==> src/rtl/puf_uart_ctrl_if.sv <==
// Signal bundle between the PUF protocol controller and its environment
// (UART wrapper on one side, PUF core on the other).
interface puf_uart_ctrl_if #(
  parameter int DATA_BITS  = 8,
  parameter int CHAL_BYTES = 8,
  parameter int RESP_BYTES = 4
);
  logic [DATA_BITS-1:0]            rx_data;
  logic                            rx_valid;
  logic                            rx_enable;
  logic [DATA_BITS-1:0]            tx_data;
  logic                            tx_enable;
  logic                            tx_busy;
  logic [CHAL_BYTES*DATA_BITS-1:0] challenge;
  logic                            puf_start;
  logic                            puf_done;
  logic [RESP_BYTES*DATA_BITS-1:0] puf_response;
  logic                            busy;
  logic                            frame_drop;

  // Controller side
  modport slave (
    input  rx_data, rx_valid, tx_busy, puf_done, puf_response,
    output rx_enable, tx_data, tx_enable, challenge, puf_start, busy, frame_drop
  );

  // Environment side (UART wrapper + PUF core)
  modport master (
    output rx_data, rx_valid, tx_busy, puf_done, puf_response,
    input  rx_enable, tx_data, tx_enable, challenge, puf_start, busy, frame_drop
  );
endinterface

==> src/rtl/puf_uart_ctrl.sv <==
// Byte-level protocol controller: header detect, challenge assembly,
// PUF launch, and MSB-first serialisation of the response into the UART.
module puf_uart_ctrl #(
  parameter int                   DATA_BITS      = 8,
  parameter int                   CHAL_BYTES     = 8,
  parameter int                   RESP_BYTES     = 4,
  parameter logic [DATA_BITS-1:0] HEADER         = 8'hA5,
  parameter int                   TIMEOUT_CYCLES = 5_000_000
) (
  input  logic           clk,
  input  logic           areset,
  puf_uart_ctrl_if.slave bus
);
  localparam int CW      = CHAL_BYTES * DATA_BITS;
  localparam int RW      = RESP_BYTES * DATA_BITS;
  localparam int CNT_MAX = (CHAL_BYTES > RESP_BYTES) ? CHAL_BYTES : RESP_BYTES;
  localparam int CNT_W   = (CNT_MAX > 1) ? $clog2(CNT_MAX) : 1;
  localparam int TO_W    = (TIMEOUT_CYCLES > 1) ? $clog2(TIMEOUT_CYCLES) : 1;

  localparam logic [CNT_W-1:0] CHAL_LAST = CNT_W'(CHAL_BYTES - 1);
  localparam logic [CNT_W-1:0] RESP_LAST = CNT_W'(RESP_BYTES - 1);
  localparam logic [TO_W-1:0]  TO_LIMIT  = TO_W'(TIMEOUT_CYCLES - 1);

  typedef enum logic [2:0] {
    IDLE, RX_CHAL, START, WAIT_PUF, TX_LOAD, TX_WAIT_HI, TX_WAIT_LO
  } state_t;

  state_t               state_q, state_d;
  logic [CNT_W-1:0]     byte_cnt_q, byte_cnt_d;
  logic [TO_W-1:0]      to_cnt_q, to_cnt_d;
  logic [CW-1:0]        chal_q, chal_d;
  logic [RW-1:0]        resp_q, resp_d;
  logic [DATA_BITS-1:0] tx_data_q, tx_data_d;
  logic                 puf_start_q, puf_start_d;
  logic                 tx_enable_q, tx_enable_d;
  logic                 frame_drop_q, frame_drop_d;
  int                   sel_base;

  // Next-state and registered-output computation
  always_comb begin
    state_d      = state_q;
    byte_cnt_d   = byte_cnt_q;
    to_cnt_d     = to_cnt_q;
    chal_d       = chal_q;
    resp_d       = resp_q;
    tx_data_d    = tx_data_q;
    puf_start_d  = 1'b0;
    tx_enable_d  = 1'b0;
    frame_drop_d = 1'b0;
    sel_base     = (RESP_BYTES - 1 - int'(byte_cnt_q)) * DATA_BITS;
    case (state_q)
      IDLE: begin
        if (bus.rx_valid && bus.rx_data == HEADER) begin
          state_d    = RX_CHAL;
          byte_cnt_d = '0;
          to_cnt_d   = '0;
        end
      end
      RX_CHAL: begin
        // A byte arriving on the limit cycle still counts: rx_valid is tested first.
        if (bus.rx_valid) begin
          chal_d   = {chal_q[CW-DATA_BITS-1:0], bus.rx_data};
          to_cnt_d = '0;
          if (byte_cnt_q == CHAL_LAST) begin
            state_d     = START;
            puf_start_d = 1'b1;
          end else begin
            byte_cnt_d = byte_cnt_q + 1'b1;
          end
        end else if (to_cnt_q == TO_LIMIT) begin
          frame_drop_d = 1'b1;
          state_d      = IDLE;
        end else begin
          to_cnt_d = to_cnt_q + 1'b1;
        end
      end
      START: state_d = WAIT_PUF;
      WAIT_PUF: begin
        if (bus.puf_done) begin
          resp_d     = bus.puf_response;
          byte_cnt_d = '0;
          // Launch the first byte straight from the PUF result when the UART is
          // idle, so tx_enable lands one cycle after puf_done.
          if (!bus.tx_busy) begin
            tx_data_d   = bus.puf_response[RW-1 -: DATA_BITS];
            tx_enable_d = 1'b1;
            state_d     = TX_WAIT_HI;
          end else begin
            state_d = TX_LOAD;
          end
        end
      end
      TX_LOAD: begin
        if (!bus.tx_busy) begin
          tx_data_d   = resp_q[sel_base +: DATA_BITS];
          tx_enable_d = 1'b1;
          state_d     = TX_WAIT_HI;
        end
      end
      // Wait for the UART to acknowledge by raising busy before looking for idle.
      TX_WAIT_HI: if (bus.tx_busy) state_d = TX_WAIT_LO;
      TX_WAIT_LO: begin
        if (!bus.tx_busy) begin
          if (byte_cnt_q == RESP_LAST) begin
            state_d = IDLE;
          end else begin
            byte_cnt_d = byte_cnt_q + 1'b1;
            state_d    = TX_LOAD;
          end
        end
      end
      default: state_d = IDLE;
    endcase
  end

  // State and output registers
  always_ff @(posedge clk or posedge areset) begin
    if (areset) begin
      state_q      <= IDLE;
      byte_cnt_q   <= '0;
      to_cnt_q     <= '0;
      chal_q       <= '0;
      resp_q       <= '0;
      tx_data_q    <= '0;
      puf_start_q  <= 1'b0;
      tx_enable_q  <= 1'b0;
      frame_drop_q <= 1'b0;
    end else begin
      state_q      <= state_d;
      byte_cnt_q   <= byte_cnt_d;
      to_cnt_q     <= to_cnt_d;
      chal_q       <= chal_d;
      resp_q       <= resp_d;
      tx_data_q    <= tx_data_d;
      puf_start_q  <= puf_start_d;
      tx_enable_q  <= tx_enable_d;
      frame_drop_q <= frame_drop_d;
    end
  end

  assign bus.rx_enable  = (state_q == IDLE) || (state_q == RX_CHAL);
  assign bus.busy       = (state_q != IDLE);
  assign bus.tx_data    = tx_data_q;
  assign bus.tx_enable  = tx_enable_q;
  assign bus.challenge  = chal_q;
  assign bus.puf_start  = puf_start_q;
  assign bus.frame_drop = frame_drop_q;
endmodule

==> src/flat_wrapper.sv <==
// flat-port wrapper written by rule: the top's interface ports become plain ports
module puf_uart_ctrl_flat 
#(
  parameter int                   DATA_BITS      = 8,
  parameter int                   CHAL_BYTES     = 8,
  parameter int                   RESP_BYTES     = 4,
  parameter logic [DATA_BITS-1:0] HEADER         = 8'hA5,
  parameter int                   TIMEOUT_CYCLES = 5_000_000
)
  (clk, areset, bus_rx_data, bus_rx_valid, bus_tx_busy, bus_puf_done, bus_puf_response, bus_rx_enable, bus_tx_data, bus_tx_enable, bus_challenge, bus_puf_start, bus_busy, bus_frame_drop);
  puf_uart_ctrl_if #(.DATA_BITS(DATA_BITS), .CHAL_BYTES(CHAL_BYTES), .RESP_BYTES(RESP_BYTES)) bus_i ();
  input  logic clk;
  input  logic areset;
  input wire logic [$bits(bus_i.rx_data)-1:0] bus_rx_data;
  input wire logic [$bits(bus_i.rx_valid)-1:0] bus_rx_valid;
  input wire logic [$bits(bus_i.tx_busy)-1:0] bus_tx_busy;
  input wire logic [$bits(bus_i.puf_done)-1:0] bus_puf_done;
  input wire logic [$bits(bus_i.puf_response)-1:0] bus_puf_response;
  output wire logic [$bits(bus_i.rx_enable)-1:0] bus_rx_enable;
  output wire logic [$bits(bus_i.tx_data)-1:0] bus_tx_data;
  output wire logic [$bits(bus_i.tx_enable)-1:0] bus_tx_enable;
  output wire logic [$bits(bus_i.challenge)-1:0] bus_challenge;
  output wire logic [$bits(bus_i.puf_start)-1:0] bus_puf_start;
  output wire logic [$bits(bus_i.busy)-1:0] bus_busy;
  output wire logic [$bits(bus_i.frame_drop)-1:0] bus_frame_drop;
  assign bus_i.rx_data = bus_rx_data;
  assign bus_i.rx_valid = bus_rx_valid;
  assign bus_i.tx_busy = bus_tx_busy;
  assign bus_i.puf_done = bus_puf_done;
  assign bus_i.puf_response = bus_puf_response;
  assign bus_rx_enable = bus_i.rx_enable;
  assign bus_tx_data = bus_i.tx_data;
  assign bus_tx_enable = bus_i.tx_enable;
  assign bus_challenge = bus_i.challenge;
  assign bus_puf_start = bus_i.puf_start;
  assign bus_busy = bus_i.busy;
  assign bus_frame_drop = bus_i.frame_drop;
  puf_uart_ctrl #(.DATA_BITS(DATA_BITS), .CHAL_BYTES(CHAL_BYTES), .RESP_BYTES(RESP_BYTES), .HEADER(HEADER), .TIMEOUT_CYCLES(TIMEOUT_CYCLES)) u_core (.clk(clk), .areset(areset), .bus(bus_i));
endmodule
==> config.mk <==
export PLATFORM = sky130hd
export DESIGN_NAME = puf_uart_ctrl_flat
export DESIGN_NICKNAME = d
export VERILOG_FILES = /design/src/rtl/puf_uart_ctrl_if.sv /design/src/rtl/puf_uart_ctrl.sv /design/src/flat_wrapper.sv
export SDC_FILE = /design/constraint.sdc
export NUM_CORES = 1
export LEC_CHECK = 0
export CAP_MARGIN = 25
export CORE_MARGIN = 2
export CORE_UTILIZATION = 45
export DETAILED_ROUTE_END_ITERATION = 16
export PLACE_DENSITY_LB_ADDON = 0.12
export SETUP_SLACK_MARGIN = 0.3
export SYNTH_ARGS = -nofsm -noshare
export SYNTH_HDL_FRONTEND = slang
export SYNTH_SLANG_ARGS = --single-unit
==> constraint.sdc <==
create_clock -name clk -period 5.4 [get_ports clk]
set_input_delay 0.81 -clock clk [delete_from_list [all_inputs] [get_ports clk]]
set_output_delay 0.81 -clock clk [all_outputs]
set_load 0.1 [all_outputs]
==> results.cfg, run 1 <==
; synthesis and place-and-route metrics
[finish]
n_all_buffers = 125
sh_comb_area_pct = 31.4
logic_gate_count = 297
ff_count = 136
sh_seq_area_pct = 42.2
final_cells = 772
largest_class = flip-flops and latches

[clock_tree]
cts_resized = 0
path_clk_slew_ps = 60
cts.sinks = 136

[routing]
viasPerCell = 5.36
top_layer_used = met4
wl_met2_microns = 6690
detail-route-antenna-nets = 0

[synthesis]
synth_cell_types = 51
synth_top_area_share_pct = 56.2
fa_ha_area_share_pct = 0.827
yosys.area.top_type = dfrtp_1
synth_flops = 136
synthCells = 464
async_flop_share_pct = 100
ys_sh_mux_pct = 21.7
enable_flop_cells = 0
ys_cells = 464
yosysWarnings = 0
ys_sh_simple_pct = 10.2

[flow_run]
warnings = 27
maxCapViolCount = 0

[sta]
finClkSkew_ps = 6.46
max_clock_freq_mhz = 290
finalCritPeriodShare_pct = 63.9
period_minus_slack_ps = 3450

[worst_setup_path]
rr_worst_depth = 5
critPathArrivalTime_ps = 2640
worstPathRequired_ps = 4590
cp-endpoint = bus_rx_enable

[worst_hold_path]
min_to = u_core.to_cnt_q[22]
min_from = u_core.to_cnt_q[22]
hold_path_depth = 1
min_path_type = register to register

[outcome]
status = finished clean

[die]
tap_cells = 176
die_area_sq_um = 14400
die_w_microns = 120
fp-utilization_pct = 45.9

[grt]
first_global_vias = 4193
run 1: stage by stage:
step	area, sq um
after floorplan	6050
after global placement	7430
after detailed placement	7430
after CTS	8060
after global routing	8060
final	8060
run 1: per-layer routing:
metal	up-vias	track usage [%]
li1	1948	-
met2	92	32.1
met4	0	8.24
met3	22	6.23
met1	2077	22.4
met5	-	0
run 1: worst max-delay path: stages, from the launching register on:
cell	delay (ps)
dfrtp_1	560
nor2_1	440
clkdlybuf4s50_1	1220
==> run_1/metal_stack.png <==
(4 px per micron) Only two layers are drawn.
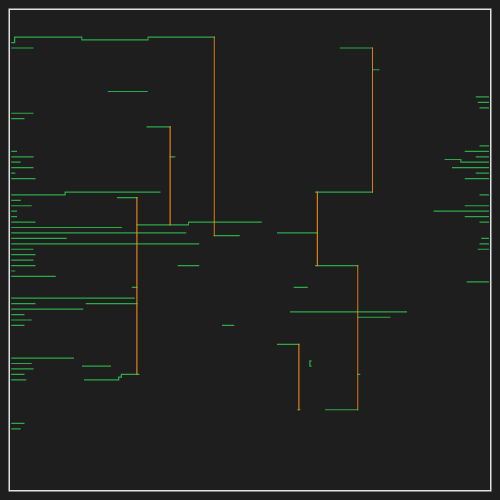
Key: green = met3 [wire length 697 microns]; orange = met4 [wire length 225 microns]
mean routed wirelength per cell: 16.7 microns
All-Layer GR Usage: 19.1%
vias: 4,139
WL final: 12,900 microns

==> run_1/port_nets.png <==
(3 px per micron)
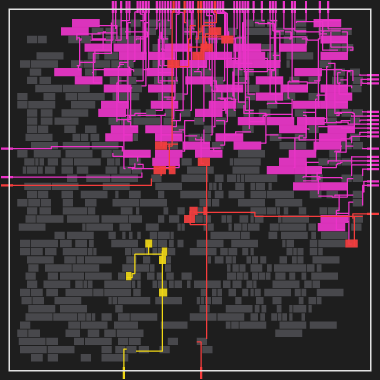
Key: red = bus_rx_data [direction input, edge 5 north, 1 east, 1 south, 1 west, end cells 13, buffers 8, wire 365 microns]; magenta = bus_challenge [direction output, edge 45 north, 17 east, 2 west, end cells 64, buffers 64, wire 2,340 microns]; yellow = bus_tx_busy [direction input, edge south, end cells 5, buffers 1, wire 72.5 microns]

==> run_1/zoom.png <==
Region (80, 80) to (100, 100) microns. Cells in grey, sequential cells in the stronger grey; small squares are vias.
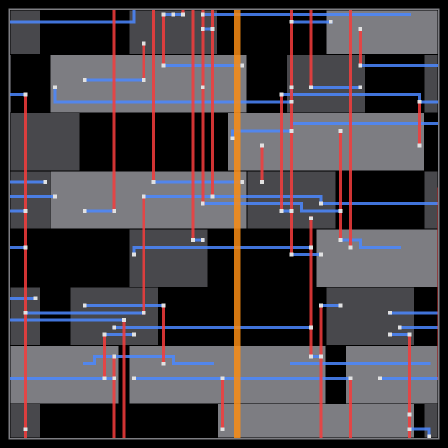
Key: blue = met1; orange = met4; red = met2
Netlist names of flops here include u_core.bus.challenge (8). Sequential cells in the window: 8. 16 logic cells have their middle in the window. Most frequent: dfrtp_1 (8), mux2_2 (4), clkdlybuf4s50_1 (3).

==> run_1/met2.png <==
(3 px per micron) Cells faint in the background.
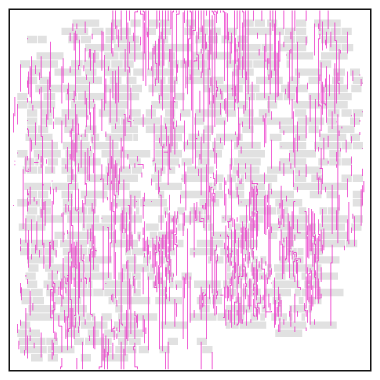

==> inputs of run 2 (changes only) <==
==> constraint.sdc (replaced) <==
create_clock -name clk -period 3.55 [get_ports clk]
set_input_delay 0.5325 -clock clk [delete_from_list [all_inputs] [get_ports clk]]
set_output_delay 0.5325 -clock clk [all_outputs]
set_load 0.1 [all_outputs]
==> run_2/met2.png <==
(3 px per micron) Cells faint in the background.
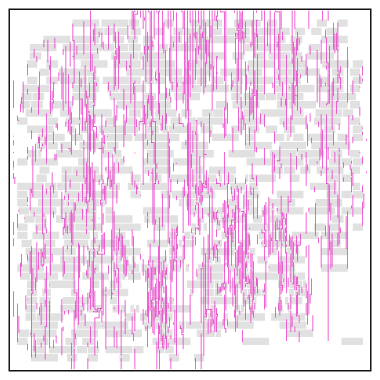
The layer holds 50% of the routed length. The layer carries 6,450 microns of wire. The longest straight run is 54.9 microns.

==> results.cfg, run 2 <==
; synthesis and place-and-route metrics
[synthesis]
fa_ha_area_share_pct = 0.827
synth_flops = 136
synth_top_area_share_pct = 56.2
async_flop_share_pct = 100
ys_sh_mux_pct = 21.7
yosys.area.top_type = dfrtp_1
yosysWarnings = 0

[worst_setup_path]
cp_slowest_cell = or4_1
cp-endpoint = u_core.to_cnt_q[20]
critPathArrivalTime_ps = 3000
crit_path_max_incr_delay_ps = 610
cp_top_family = simple AND/OR/NAND/NOR gates

[grt]
grt-busiest-layer = met2
grt_util_met2_pct = 31.7
first_global_vias = 4289
track_usage_pct = 19.4
use_met1_pct = 24.0

[sta]
max_clock_freq_mhz = 376
finalCritPeriodShare_pct = 75.0
period_minus_slack_ps = 2660

[die]
die_area_sq_um = 14400

[clock_tree]
cts.sinks = 136
path_clk_slew_ps = 50
cts_resized = 0

[routing]
num_vias = 4147
wl_met2_microns = 6450
top_layer_used = met4
wl_per_cell_microns = 16.7

[flow_run]
warnings = 29
maxCapViolCount = 0

[worst_hold_path]
min_from = u_core.to_cnt_q[22]
min_path_type = register to register

[outcome]
status = finished clean
run 2: cell count changes in the layout (fill, tap and decap cells not counted):
cell,previous run,this run
inv_6,2,3
buf_12,0,2
nor2_2,0,1
clkinvlp_4,1,3
clkbuf_8,3,1
clkdlybuf4s50_1,121,119
nor2_1,24,23
run 2: area by class of cell:
class                      instances  area [sq um]
multi-input combinational        297          2530
clock buffer                      19           443
clock inverter                    13           193
fill                            1078          5110
tap                              176           220
inverter                           7          30.0
sequential                       136          3400
timing repair buffer             125          1260
run 2: metrics by stage:
stage / cells / instance area (sq um)
after detailed placement: 741 / 7450
after floorplan: 464 / 6060
after global placement: 741 / 7450
after global routing: 773 / 8080
final: 773 / 8080
after CTS: 773 / 8080
==> run_2/zoom.png <==
Region (80, 80) to (100, 100) microns. Cells in grey, sequential cells in the stronger grey; small squares are vias.
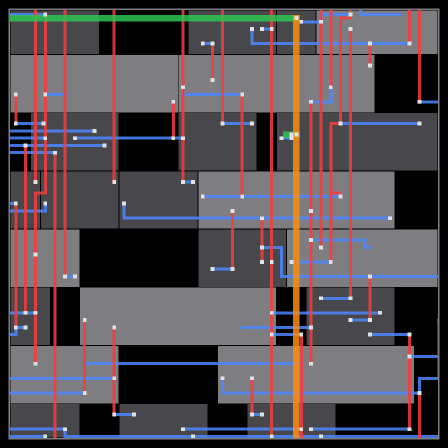

==> inputs of run 3 (changes only) <==
==> constraint.sdc (replaced) <==
create_clock -name clk -period 2.7 [get_ports clk]
set_input_delay 0.405 -clock clk [delete_from_list [all_inputs] [get_ports clk]]
set_output_delay 0.405 -clock clk [all_outputs]
set_load 0.1 [all_outputs]
==> run_3/zoom.png <==
Region (80, 80) to (100, 100) microns. Cells in grey, sequential cells in the stronger grey; small squares are vias.
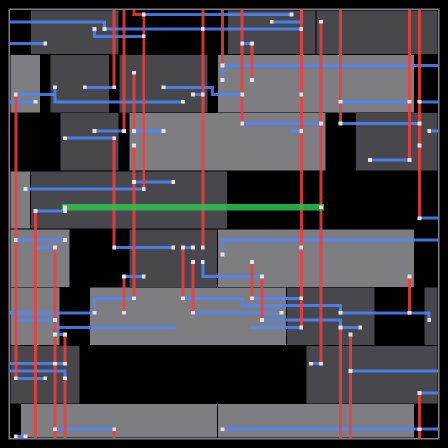
Key: green = met3; blue = met1; red = met2
18 logic cells have their middle in the window. Most frequent: mux2_2 (7), dfrtp_1 (6), clkbuf_16 (3). Netlist names of flops here include u_core.bus.challenge (6). Sequential cells in the window: 6.

==> results.cfg, run 3 <==
; synthesis and place-and-route metrics
[grt]
track_usage_pct = 19.5
use_met1_pct = 24.4
first_global_vias = 4403
grtUsageMet3_pct = 5.18
grt-busiest-layer = met2

[routing]
detail-route-antenna-nets = 0
num_vias = 4280
viasPerCell = 5.42

[flow_run]
warnings = 27
maxCapViolCount = 0

[synthesis]
ys_sh_mux_pct = 21.7
synthCells = 464
synth_cell_types = 51
yosys.area.top_type = dfrtp_1
ys_sh_simple_pct = 10.2
ys_cells = 464

[sta]
finClkSkew_ps = 7.26
max_clock_freq_mhz = 442

[worst_setup_path]
critPathArrivalTime_ps = 2560
rr_worst_depth = 5

[die]
die_w_microns = 120

[outcome]
status = finished clean

[clock_tree]
cts.sinks = 136

[place]
dp.cells = 759
[run 3: critical path: cells and delay by family]
family                 cells  cell delay (ps)
AND-OR/OR-AND              1              460
buffers and inverters      1              470
multiplexers               1              140
AND/OR/NAND/NOR            3             1080
[run 3: stage by stage]
step	utilization [%]	instance area, sq um	hold slack (ps)	setup slack [ps]
floorplan	-	6070	442	462
global placement	56.3	7420	467	39.5
detailed placement	56.3	7420	468	20.7
CTS	60.7	8010	336	445
global route	60.8	8020	361	341
finish	60.8	8020	337	437
[run 3: layout make-up]
cell class                      instances  area (sq um)  share of cell area [%]
Timing Repair Buffer                  143          1230                    15.4
Tap cell                              176           220                    2.75
Sequential cell                       136          3400                    42.5
Multi-Input combinational cell        297          2540                    31.7
Clock buffer                           20           467                    5.82
Clock inverter                         10           120                    1.50
Inverter                                7          30.0                   0.375
